<file path="src/rtl/vga_timing_pkg.sv">
// Shared timing constants, per-stage flag bundle and counter-width helper for vga_timing_gen.
// Start-of-line/frame markers exist only when VGA_TIMING_SOF_EN is defined.
package vga_timing_pkg;

   localparam int DEF_H_DISP  = 640;
   localparam int DEF_H_FP    = 16;
   localparam int DEF_H_PULSE = 96;
   localparam int DEF_H_BP    = 48;
   localparam int DEF_V_DISP  = 480;
   localparam int DEF_V_FP    = 10;
   localparam int DEF_V_PULSE = 2;
   localparam int DEF_V_BP    = 33;

   // Sync flags are carried as "active" bits; polarity is applied only at the pins.
   typedef struct packed {
      logic video;
      logic hs;
      logic vs;
`ifdef VGA_TIMING_SOF_EN
      logic sol;
      logic sof;
`endif
   } vga_flags_t;

   function automatic int cnt_width(input int h_total, input int v_total);
      int m;
      m = (h_total > v_total) ? h_total : v_total;
      return (m <= 2) ? 1 : $clog2(m);
   endfunction

endpackage

</file>
<file path="src/rtl/vga_delay_line.sv">
// Enable-gated, asynchronously reset register chain of DEPTH stages, each W bits wide.
module vga_delay_line #(
   parameter int           W       = 8,
   parameter int           DEPTH   = 2,
   parameter logic [W-1:0] RST_VAL = '0
) (
   input  logic         i_clk,
   input  logic         i_rst,
   input  logic         en,
   input  logic [W-1:0] d,
   output logic [W-1:0] q
);

   logic [W-1:0] stg [DEPTH];

   always_ff @(posedge i_clk or posedge i_rst) begin
      if (i_rst) begin
         for (int i = 0; i < DEPTH; i++) stg[i] <= RST_VAL;
      end else if (en) begin
         stg[0] <= d;
         for (int i = 1; i < DEPTH; i++) stg[i] <= stg[i-1];
      end
   end

   assign q = stg[DEPTH-1];

endmodule

</file>
<file path="src/rtl/vga_timing_gen.sv">
// Raster timing generator: h/v counters, sync/video decode, and a PIPE-deep aligned output pipeline.
// Define VGA_TIMING_SOF_EN to generate o_sol/o_sof; otherwise they are tied low.
module vga_timing_gen
   import vga_timing_pkg::*;
#(
   parameter int   H_DISP  = DEF_H_DISP,
   parameter int   H_FP    = DEF_H_FP,
   parameter int   H_PULSE = DEF_H_PULSE,
   parameter int   H_BP    = DEF_H_BP,
   parameter int   V_DISP  = DEF_V_DISP,
   parameter int   V_FP    = DEF_V_FP,
   parameter int   V_PULSE = DEF_V_PULSE,
   parameter int   V_BP    = DEF_V_BP,
   parameter logic HS_POL  = 1'b0,
   parameter logic VS_POL  = 1'b0,
   parameter int   CNT_W   = 12,
   parameter int   PIPE    = 2
) (
   input  logic             i_clk,
   input  logic             i_rst,
   input  logic             i_pix_en,
   output logic [CNT_W-1:0] o_x,
   output logic [CNT_W-1:0] o_y,
   output logic             o_video,
   output logic             o_hsync,
   output logic             o_vsync,
   output logic             o_sol,
   output logic             o_sof
);

   localparam int H_TOTAL = H_DISP + H_FP + H_PULSE + H_BP;
   localparam int V_TOTAL = V_DISP + V_FP + V_PULSE + V_BP;

   localparam logic [CNT_W-1:0] H_LAST      = CNT_W'(H_TOTAL - 1);
   localparam logic [CNT_W-1:0] V_LAST      = CNT_W'(V_TOTAL - 1);
   localparam logic [CNT_W-1:0] H_DISP_C    = CNT_W'(H_DISP);
   localparam logic [CNT_W-1:0] V_DISP_C    = CNT_W'(V_DISP);
   localparam logic [CNT_W-1:0] H_SYNC_FST  = CNT_W'(H_DISP + H_FP);
   localparam logic [CNT_W-1:0] H_SYNC_LST  = CNT_W'(H_DISP + H_FP + H_PULSE - 1);
   localparam logic [CNT_W-1:0] V_SYNC_FST  = CNT_W'(V_DISP + V_FP);
   localparam logic [CNT_W-1:0] V_SYNC_LST  = CNT_W'(V_DISP + V_FP + V_PULSE - 1);

   generate
      if (PIPE < 1 || PIPE > 4) begin : g_bad_pipe
         $error("vga_timing_gen: PIPE must be within 1..4");
      end
      if (cnt_width(H_TOTAL, V_TOTAL) > CNT_W) begin : g_bad_width
         $error("vga_timing_gen: CNT_W too narrow for H_TOTAL/V_TOTAL");
      end
   endgenerate

   // One pipeline stage; x/y width follows CNT_W so it is declared here.
   typedef struct packed {
      logic [CNT_W-1:0] x;
      logic [CNT_W-1:0] y;
      vga_flags_t       f;
   } stage_t;

   localparam stage_t STAGE_IDLE = '0;

   logic [CNT_W-1:0] hc;
   logic [CNT_W-1:0] vc;
   stage_t           cur;
   stage_t           last;

   always_ff @(posedge i_clk or posedge i_rst) begin
      if (i_rst) begin
         hc <= '0;
         vc <= '0;
      end else if (i_pix_en) begin
         if (hc == H_LAST) begin
            hc <= '0;
            vc <= (vc == V_LAST) ? '0 : vc + 1'b1;
         end else begin
            hc <= hc + 1'b1;
         end
      end
   end

   always_comb begin
      cur          = STAGE_IDLE;
      cur.x        = hc;
      cur.y        = vc;
      cur.f.video  = (hc < H_DISP_C) && (vc < V_DISP_C);
      cur.f.hs     = (hc >= H_SYNC_FST) && (hc <= H_SYNC_LST);
      cur.f.vs     = (vc >= V_SYNC_FST) && (vc <= V_SYNC_LST);
`ifdef VGA_TIMING_SOF_EN
      cur.f.sol    = (hc == '0);
      cur.f.sof    = (hc == '0) && (vc == '0);
`endif
   end

   vga_delay_line #(
      .W       ($bits(stage_t)),
      .DEPTH   (PIPE),
      .RST_VAL (STAGE_IDLE)
   ) u_pipe (
      .i_clk (i_clk),
      .i_rst (i_rst),
      .en    (i_pix_en),
      .d     (cur),
      .q     (last)
   );

   assign o_x     = last.x;
   assign o_y     = last.y;
   assign o_video = last.f.video;
   assign o_hsync = last.f.hs ? HS_POL : ~HS_POL;
   assign o_vsync = last.f.vs ? VS_POL : ~VS_POL;
`ifdef VGA_TIMING_SOF_EN
   assign o_sol   = last.f.sol;
   assign o_sof   = last.f.sof;
`else
   assign o_sol   = 1'b0;
   assign o_sof   = 1'b0;
`endif

endmodule

</file>
<file path="config.mk">
export PLATFORM = sky130hd
export DESIGN_NAME = vga_timing_gen
export DESIGN_NICKNAME = d
export VERILOG_FILES = /design/src/rtl/vga_timing_pkg.sv /design/src/rtl/vga_delay_line.sv /design/src/rtl/vga_timing_gen.sv
export SDC_FILE = /design/constraint.sdc
export NUM_CORES = 1
export LEC_CHECK = 0
export CORE_ASPECT_RATIO = 0.8
export CORE_MARGIN = 5
export CORE_UTILIZATION = 64
export CTS_BUF_LIST = sky130_fd_sc_hd__clkbuf_8
export CTS_CLUSTER_DIAMETER = 40
export DETAILED_ROUTE_END_ITERATION = 8
export PLACE_DENSITY = 0.87
export SLEW_MARGIN = 25
export SYNTH_ARGS = -nofsm -noshare
export SYNTH_HDL_FRONTEND = slang
export SYNTH_SLANG_ARGS = --single-unit
</file>
<file path="constraint.sdc">
create_clock -name i_clk -period 5 [get_ports i_clk]
set_input_delay 0.5 -clock i_clk [delete_from_list [all_inputs] [get_ports i_clk]]
set_output_delay 0.5 -clock i_clk [all_outputs]
set_load 0.05 [all_outputs]
</file>
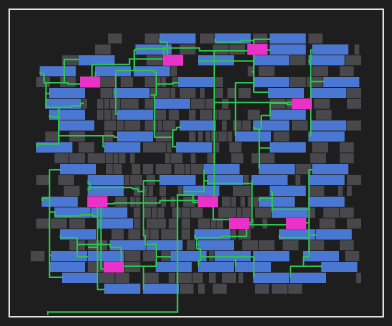
run_1/clk_routes.png
Scale: 4 px per um.
- clock wires: green (length 868 um)
- flip-flops: blue (count 78)
- clock drivers: magenta (count 9)
- routed clock nets: 10
- flops lie: all over the die

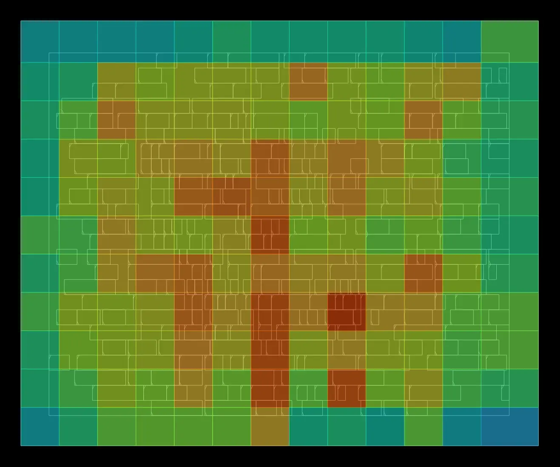
run_1/congestion.png
GR peak layer: met1
met3 usage: 7.009%
met1 Usage GRT: 27.96%

==> results_slide.txt, run 1 <==
Physical Implementation Snapshot

CTS
  – Late-Pin Clk Latency: around 340 ps
  – CTS tree: yes
  – Root buffer cell: clkbuf_8
  – H-tree depth: 3

Detailed routing
  – Drt pass-1 iters: 5
  – M1 WL: ~2800 um

Place
  – Hpwl dp: 4017 um
  – Area of placed instances: roughly 3700 sq um
  – Inst Count DP: 351

STA
  – Setup violations, final: 0
  – Setup slack after layout: 2379 ps
  – Period utilization: 52.43%
  – Min Hold Slack: 490.3 ps
  – Final Hold Fails: 0

Worst hold path
  – HP Class: reg2reg
  – Worst hold path endpoint: hc[11]

Setup path
  – Largest fanout on the critical path: 64
  – Critical Path AT: 2850 ps
  – Critical Path Sink Type: register
  – Critical path type: in2reg
  – CP Capture Point: vc[11]

Logic synthesis
  – Yosys cell types: 38
  – Post-synthesis async set-or-reset flop share: 100.0%
  – Avg Cell Area, Syn: between 10 and 15 sq um
  – Adder Share, Synth: 1.415%
  – Top area cell types: dfrtp_1, mux2_2, buf_4, nand2_1, nand4_1
  – Dominant flop cell: dfrtp_1

Outcome
  – Status: complete, no violations

Global route
  – Largest net degree at the start of global routing: approximately 65
  – Vias in the first global route: 2138
  – GR Util met2: 25.52%

Power and ir drop
  – Power Dens Cells: ~390 nW/um^2
  – Design Power: 1485 uW

Die
  – Die Y: 76.50 um
  – IO Count: 32

Cells and area
  – Final core utilization: 71.06%
  – Layout area overhead: 8.596%
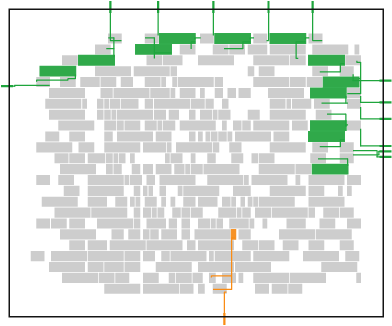
run_1/io_fan.png
Scale: 4 px per um.
- o_y: green (direction output; edge 6 right, 5 top, 1 left; end cells 12; buffers 12; wire 203 um)
- o_hsync: orange (direction output; edge bottom; end cells 1; buffers 1; wire 29.7 um)

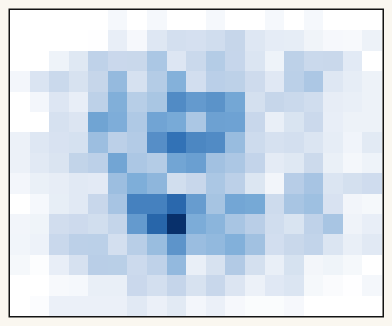
run_1/metal_density.png
Scale: 4 px per um. 19 x 15 tiles, from white (low) to dark blue (high), scaled to the fullest tile. Values are wire area over tile area, all layers added.
- tiles over half the peak: 9.1%
- nearly empty tiles: 13%
- mean over tiles: 0.13
- densest ninth of the die: centre

-- run 1: area by class of cell --
type                    instances  area share, %
clock buffers                  11          3.941
inverters                      12          1.173
multi-input cells             164          33.52
repair buffers                 32          8.013
well taps                      65          2.117
flip-flops and latches         78          50.81
clock inverters                 4         0.4235
-- run 1: flip-flops by register name, indices dropped and copies added, names as in the netlist --
signal and count:
u_pipe.stg 27, hc 12, u_pipe.q 27, vc 12
-- run 1: worst max-delay path, stage by stage --
cell and delay [ps]:
buf_2 80, buf_4 570, nand4_1 450, or4_4 730
nor3_4 180, mux2_1 340
-- run 1: where the power goes --
part	internal [uW]	switching (uW)	total, uW
sequential	707	76.7	783
combinational	126	173	299
clock	199	203	402
## Run 2: what changed since run 1
--- a/config.mk
+++ b/config.mk
@@ -7,11 +7,11 @@
 export LEC_CHECK = 0
 export CORE_ASPECT_RATIO = 0.8
 export CORE_MARGIN = 5
-export CORE_UTILIZATION = 64
+export CORE_UTILIZATION = 59
 export CTS_BUF_LIST = sky130_fd_sc_hd__clkbuf_8
 export CTS_CLUSTER_DIAMETER = 40
 export DETAILED_ROUTE_END_ITERATION = 8
-export PLACE_DENSITY = 0.87
+export PLACE_DENSITY = 0.81
 export SLEW_MARGIN = 25
 export SYNTH_ARGS = -nofsm -noshare
 export SYNTH_HDL_FRONTEND = slang
==> constraint.sdc (replaced) <==
create_clock -name i_clk -period 2.6 [get_ports i_clk]
set_input_delay 0.26 -clock i_clk [delete_from_list [all_inputs] [get_ports i_clk]]
set_output_delay 0.26 -clock i_clk [all_outputs]
set_load 0.05 [all_outputs]
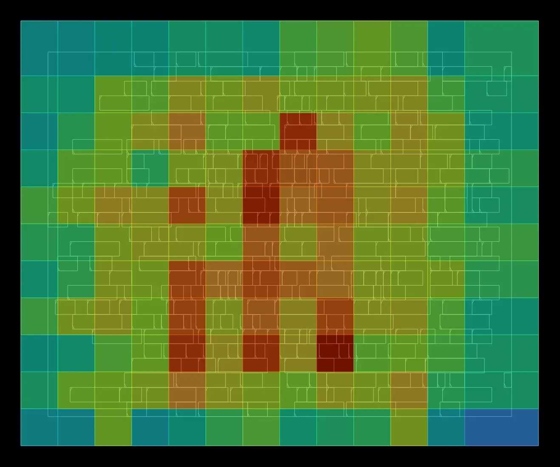
run_2/congestion.png
final core utilization: 67.32%
wire length per cell after detailed routing: 15.09 um
total global-route track usage: 17.94%
met3 usage: 5.019%

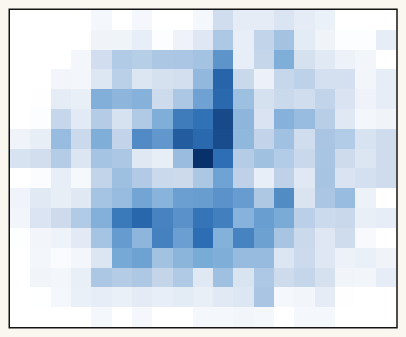
run_2/metal_density.png
Scale: 4 px per um. 19 x 16 tiles, from white (low) to dark blue (high), scaled to the fullest tile. Values are wire area over tile area, all layers added.
- nearly empty tiles: 16%
- fullest tile: 0.52
- emptiest ninth of the die: upper left
- densest ninth of the die: centre
- mean over tiles: 0.12
- tiles over half the peak: 12%
routed via count: 2110
Total Routed Length: 5853 um

==> run 2 against run 1 <==
  * Non-clock buffer count is 5 higher
  * Clock skew shrank 2.7 ps
  * Cell count up 6.0%
  * Largest cell class unchanged
  * Flip-flop count unchanged
  * Combinational power increased by 110%
  * Area after synthesis is the same
  * Via count down 0.42%
  * First-iteration DRC count up 13%
  * Design area rose by 3.1%
  * Setup slack got worse by 1900 ps
  * Highest routed layer unchanged
  * Global-route usage decreased by 0.96 points
==> results_slide.txt, run 2 <==
Physical Implementation Snapshot

Cells and area
  – Inverters: 12 (unchanged)
  – Non-CTS buffers: 37 (was 32)
  – Layout area overhead: 11.92% (was 8.596%)
  – Leading cell kind: sequential cells (unchanged)
  – Flip-flops: 78 (unchanged)
  – Clock buffers: 9 (was 11)
  – ClkCell Share: 5.752% (was 4.365%)
  – Comb_multi_in: 164 (unchanged)
  – Fraction of area in registers: 49.30% (was 50.81%)
  – Combinational fraction of the cell area: 32.52% (was 33.52%)

Power and ir drop
  – Internal: 2166 uW (was 1032 uW)
  – Clock power frac: 32.5% (was 27.1%)
  – Seq pwr: 1480 uW (was 783 uW)
  – Sequential power share: 47.7% (was 52.8%)
  – Net switching power: 937.9 uW (was 453.0 uW)
  – Switching Share: 30.22% (was 30.51%)
  – Comb power frac: 19.8% (was 20.2%)
  – Clock network power: 1010 uW (was 402 uW)
  – Power Dens Cells: 784.0 nW/um^2 (was 386.5 nW/um^2)
  – Design Power: 3104 uW (was 1485 uW)

Place
  – Inst Count DP: 372 (was 351)
  – Area of placed instances: 3731 sq um (was 3674 sq um)

Die
  – IO Count: 32 (unchanged)

STA
  – Min Hold Slack: 305.2 ps (was 490.3 ps)
  – Period utilization: 83.45%
  – Final Hold Fails: 0 (unchanged)
  – Setup slack after layout: 430.4 ps (was 2379 ps)
  – Setup violations, final: 0 (unchanged)

Outcome
  – Status: complete, no violations (unchanged)

Logic synthesis
  – Dominant flop cell: dfrtp_1 (unchanged)
  – Top area cell types: dfrtp_1, mux2_2, buf_4, nand2_1, nand4_1 (unchanged)
  – Yosys cell types: 38 (unchanged)
  – Post-synthesis async set-or-reset flop share: 100.0% (unchanged)

Global route
  – Largest net degree at the start of global routing: 63 (was 65)

Worst hold path
  – HP Class: in2async (was reg2reg)

CTS
  – Late-Pin Clk Latency: 350 ps (was 340 ps)
  – Root buffer cell: clkbuf_8 (unchanged)
  – CTS tree: yes (unchanged)

Setup path
  – Worst path max stage delay: 580 ps (was 730 ps)
  – Critical Path AT: 2410 ps (was 2850 ps)

Detailed routing
  – Drt pass-1 iters: 4 (was 5)
[run 2: cell count changes in the layout (fill, tap and decap cells not counted)]
cell       before  now
buf_4           3    8
clkinv_4        0    3
inv_1          14   11
bufinv_16       0    2
clkbuf_8       11    9
inv_6           0    2
clkinv_2        1    0
[run 2: metal layers]
metal	vias to the layer above	GRT usage, %	wire length (um)
met3	11	5.019	259
met1	1048	24.76	2849
met4	0	7.703	122
met2	42	26.52	2622
met5	-	0	0
li1	1009	-	-
[run 2: worst max path at each step]
stage	end	cells past startpoint
global placement	vc[11]	4
CTS	vc[11]	4
global route	vc[10]	7
finish	vc[11]	4
floorplan	hc[0]	1
detailed placement	vc[11]	4
[run 2: worst max-delay path, delay by kind of cell, from the launching register on]
kind | cells | cell delay, ps
simple gates | 3 | 1280
flops | 1 | 450
mux | 1 | 330
## Run 3: what changed since run 2
--- a/config.mk
+++ b/config.mk
@@ -7,11 +7,11 @@
 export LEC_CHECK = 0
 export CORE_ASPECT_RATIO = 0.8
 export CORE_MARGIN = 5
-export CORE_UTILIZATION = 59
+export CORE_UTILIZATION = 54
 export CTS_BUF_LIST = sky130_fd_sc_hd__clkbuf_8
 export CTS_CLUSTER_DIAMETER = 40
 export DETAILED_ROUTE_END_ITERATION = 8
-export PLACE_DENSITY = 0.81
+export PLACE_DENSITY = 0.79
 export SLEW_MARGIN = 25
 export SYNTH_ARGS = -nofsm -noshare
 export SYNTH_HDL_FRONTEND = slang
==> constraint.sdc (replaced) <==
create_clock -name i_clk -period 1.9 [get_ports i_clk]
set_input_delay 0.19 -clock i_clk [delete_from_list [all_inputs] [get_ports i_clk]]
set_output_delay 0.19 -clock i_clk [all_outputs]
set_load 0.05 [all_outputs]
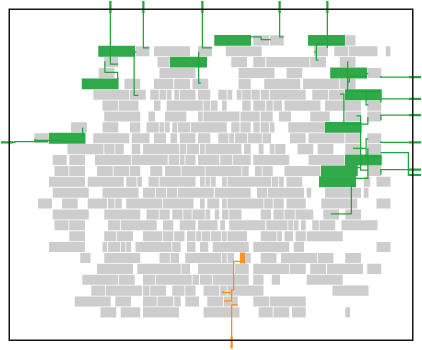
run_3/io_fan.png
Scale: 4 px per um.
- o_y: green (direction output; edge 6 right, 5 top, 1 left; end cells 12; buffers 12; wire 273 um)
- o_hsync: orange (direction output; edge bottom; end cells 1; buffers 1; wire 27.0 um)

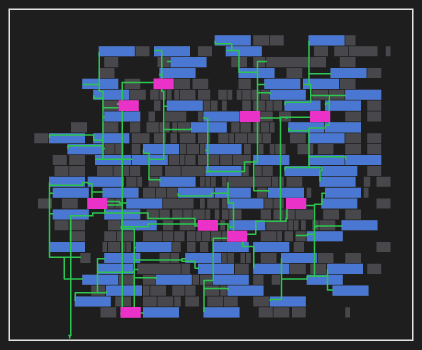
run_3/clk_routes.png
Scale: 4 px per um.
- clock wires: green (length 864 um)
- clock drivers: magenta (count 9)
- flip-flops: blue (count 78)
- flops lie: all over the die
clk_skew: 9.037 ps
Late-Pin Clk Latency: 350 ps
clock network power: 1490 uW
Clock power frac: 32.9%

==> run 3 against run 2 <==
  * The run now ends with negative setup slack left
  * Count of clock-buffer cells in the layout is the same
  * Utilization shrank 1.6 points
  * Worst hold slack lost 20 ps
  * Setup slack lost 510 ps
  * Critical path depth grew 2
  * Global-route usage shrank 0.86 points
  * Sequential power grew 32%
  * Cell count grew 5.9%
  * Critical endpoint is now vc[2]
==> results_slide.txt, run 3 <==
Physical Implementation Snapshot

Setup path
  – Critical path type: reg2reg (unchanged)
  – Largest fanout on the critical path: 4 (was 7)
  – Critical Path Sink Type: register (unchanged)
  – Critical Path AT: 2210 ps (was 2410 ps)
  – Worst path max stage delay: 560 ps (was 580 ps)
  – Worst-path cell chain: or4b_4, buf_6, nor4_4, buf_4, o21ai_2, a22o_1 (was or4b_4, or4_4, nor3_4, mux2_1)
  – Crit path buffers/inverters: 2 (was 0)
  – Worst EP required: 2140 ps (was 2840 ps)
  – WP depth: 6 (was 4)
  – Largest delay share family, worst path: simple AND/OR/NAND/NOR gates (unchanged)
  – Reg2Reg Setup Slack: -80 ps (was 430 ps)
  – CP Capture Point: vc[2] (was vc[11])
  – Slowest CP cell: or4b_4 (unchanged)

CTS
  – CTS sink count: 78 (unchanged)
  – H-tree depth: 3 (unchanged)
  – Root buffer cell: clkbuf_8 (unchanged)
  – CTS tree: yes (unchanged)

Global route
  – Total global-route track usage: 17.08% (was 17.94%)
  – Largest net degree at the start of global routing: 79 (was 63)
  – Vias in the first global route: 2233 (was 2160)
  – Grt total ovfl: 0 (unchanged)
  – Met1 Usage GRT: 22.75% (was 24.76%)
  – GR peak layer: met2 (unchanged)
  – GR Util met2: 26.12% (was 26.52%)
  – Met3 usage: 4.870% (was 5.019%)

Run
  – Max cap viols: 0 (unchanged)

STA
  – RSZ-0062 raised after global routing: yes (was no)
  – Setup slack after layout: -77.82 ps (was 430.4 ps)
  – Period utilization: 104.1% (was 83.45%)
  – Setup violations, final: 11 (was 0)
  – Min Hold Slack: 284.9 ps (was 305.2 ps)
  – Final Hold Fails: 0 (unchanged)

Cells and area
  – Non-CTS buffers: 57 (was 37)
  – Combinational fraction of the cell area: 31.57% (was 32.52%)
  – Final core utilization: 65.70% (was 67.32%)
  – Fraction of area in registers: 46.59% (was 49.30%)
  – Flip-flops: 78 (unchanged)
  – Buffering overhead: 12.31% (was 8.723%)
  – Leading cell kind: sequential cells (unchanged)
  – Comb_multi_in: 164 (unchanged)
  – Clock buffers: 9 (unchanged)
  – Layout area overhead: 18.43% (was 11.92%)
  – Inverters: 12 (unchanged)
  – ClkCell Share: 5.854% (was 5.752%)

Detailed routing
  – Metal2 WL: 3074 um (was 2622 um)
  – Met3 Routed Length: 350 um (was 259 um)
  – Uppermost layer routed: met4 (unchanged)
  – Total Routed Length: 6481 um (was 5853 um)
  – Drt pass-1 iters: 4 (unchanged)
  – Routed via count: 2285 (was 2110)
  – M1 WL: 2915 um (was 2849 um)
  – Wire length per cell after detailed routing: 15.77 um (was 15.09 um)

Outcome
  – Failing checks: negative setup slack
  – Status: complete, but fails checks (was complete, no violations)

Die
  – Init Core Util: 55.47% (was 60.15%)
  – Die Y: 82.39 um (was 79.26 um)
  – IO Count: 32 (unchanged)
  – Tapcell count: 84 (was 81)
  – Row cnt: 26 (was 25)

Logic synthesis
  – Dominant flop cell: dfrtp_1 (unchanged)
  – Yosys cell types: 38 (unchanged)
  – Top cells by count: dfrtp_1, mux2_2, buf_4, nand2_1 (unchanged)
  – Synthesis area per yosys: 3537 sq um (unchanged)
  – Post-synthesis async set-or-reset flop share: 100.0% (unchanged)
  – Avg Cell Area, Syn: 12.16 sq um (unchanged)
  – Top area cell types: dfrtp_1, mux2_2, buf_4, nand2_1, nand4_1 (unchanged)
  – Yosys stat cell total: 291 (unchanged)

Place
  – Hpwl dp: 4304 um (was 3953 um)
  – Pre-CTS WS: -71.52 ps (was 454.9 ps)
  – Inst Count DP: 389 (was 372)
  – Area of placed instances: 3860 sq um (was 3731 sq um)

Worst hold path
  – HP Class: in2async (unchanged)

Power and ir drop
  – Power Dens Cells: 1080 nW/um^2 (was 784.0 nW/um^2)
  – Design Power: 4526 uW (was 3104 uW)
run 3: cell counts after synthesis:
Identical to the previous run, type by type.
run 3: worst register-to-register path, stage by stage, from the launching register on:
cell,delay [ps]
dfrtp_1,380
or4b_4,560
buf_6,140
nor4_4,310
buf_4,200
o21ai_2,60
a22o_1,210
run 3: power by group:
part	internal, uW	total, uW	switching [uW]
clock network	876	1490	615
registers	1860	1960	100
logic	476	1080	599
total	3210	4530	1320
run 3: cell families (layout without fill, tap and decap cells):
family / after synthesis / in the layout / share of synthesized area [%]
flops: 78 / 78 / 55.18
simple gates: 72 / 72 / 11.46
mux: 50 / 50 / 15.92
buf+inv: 50 / 85 / 8.525
compound gates: 24 / 24 / 4.422
xor+xnor: 12 / 12 / 2.971
fa+ha+maj: 4 / 4 / 1.415
other cells: 1 / 2 / 0.1060
Power and IR drop assume default switching activity.
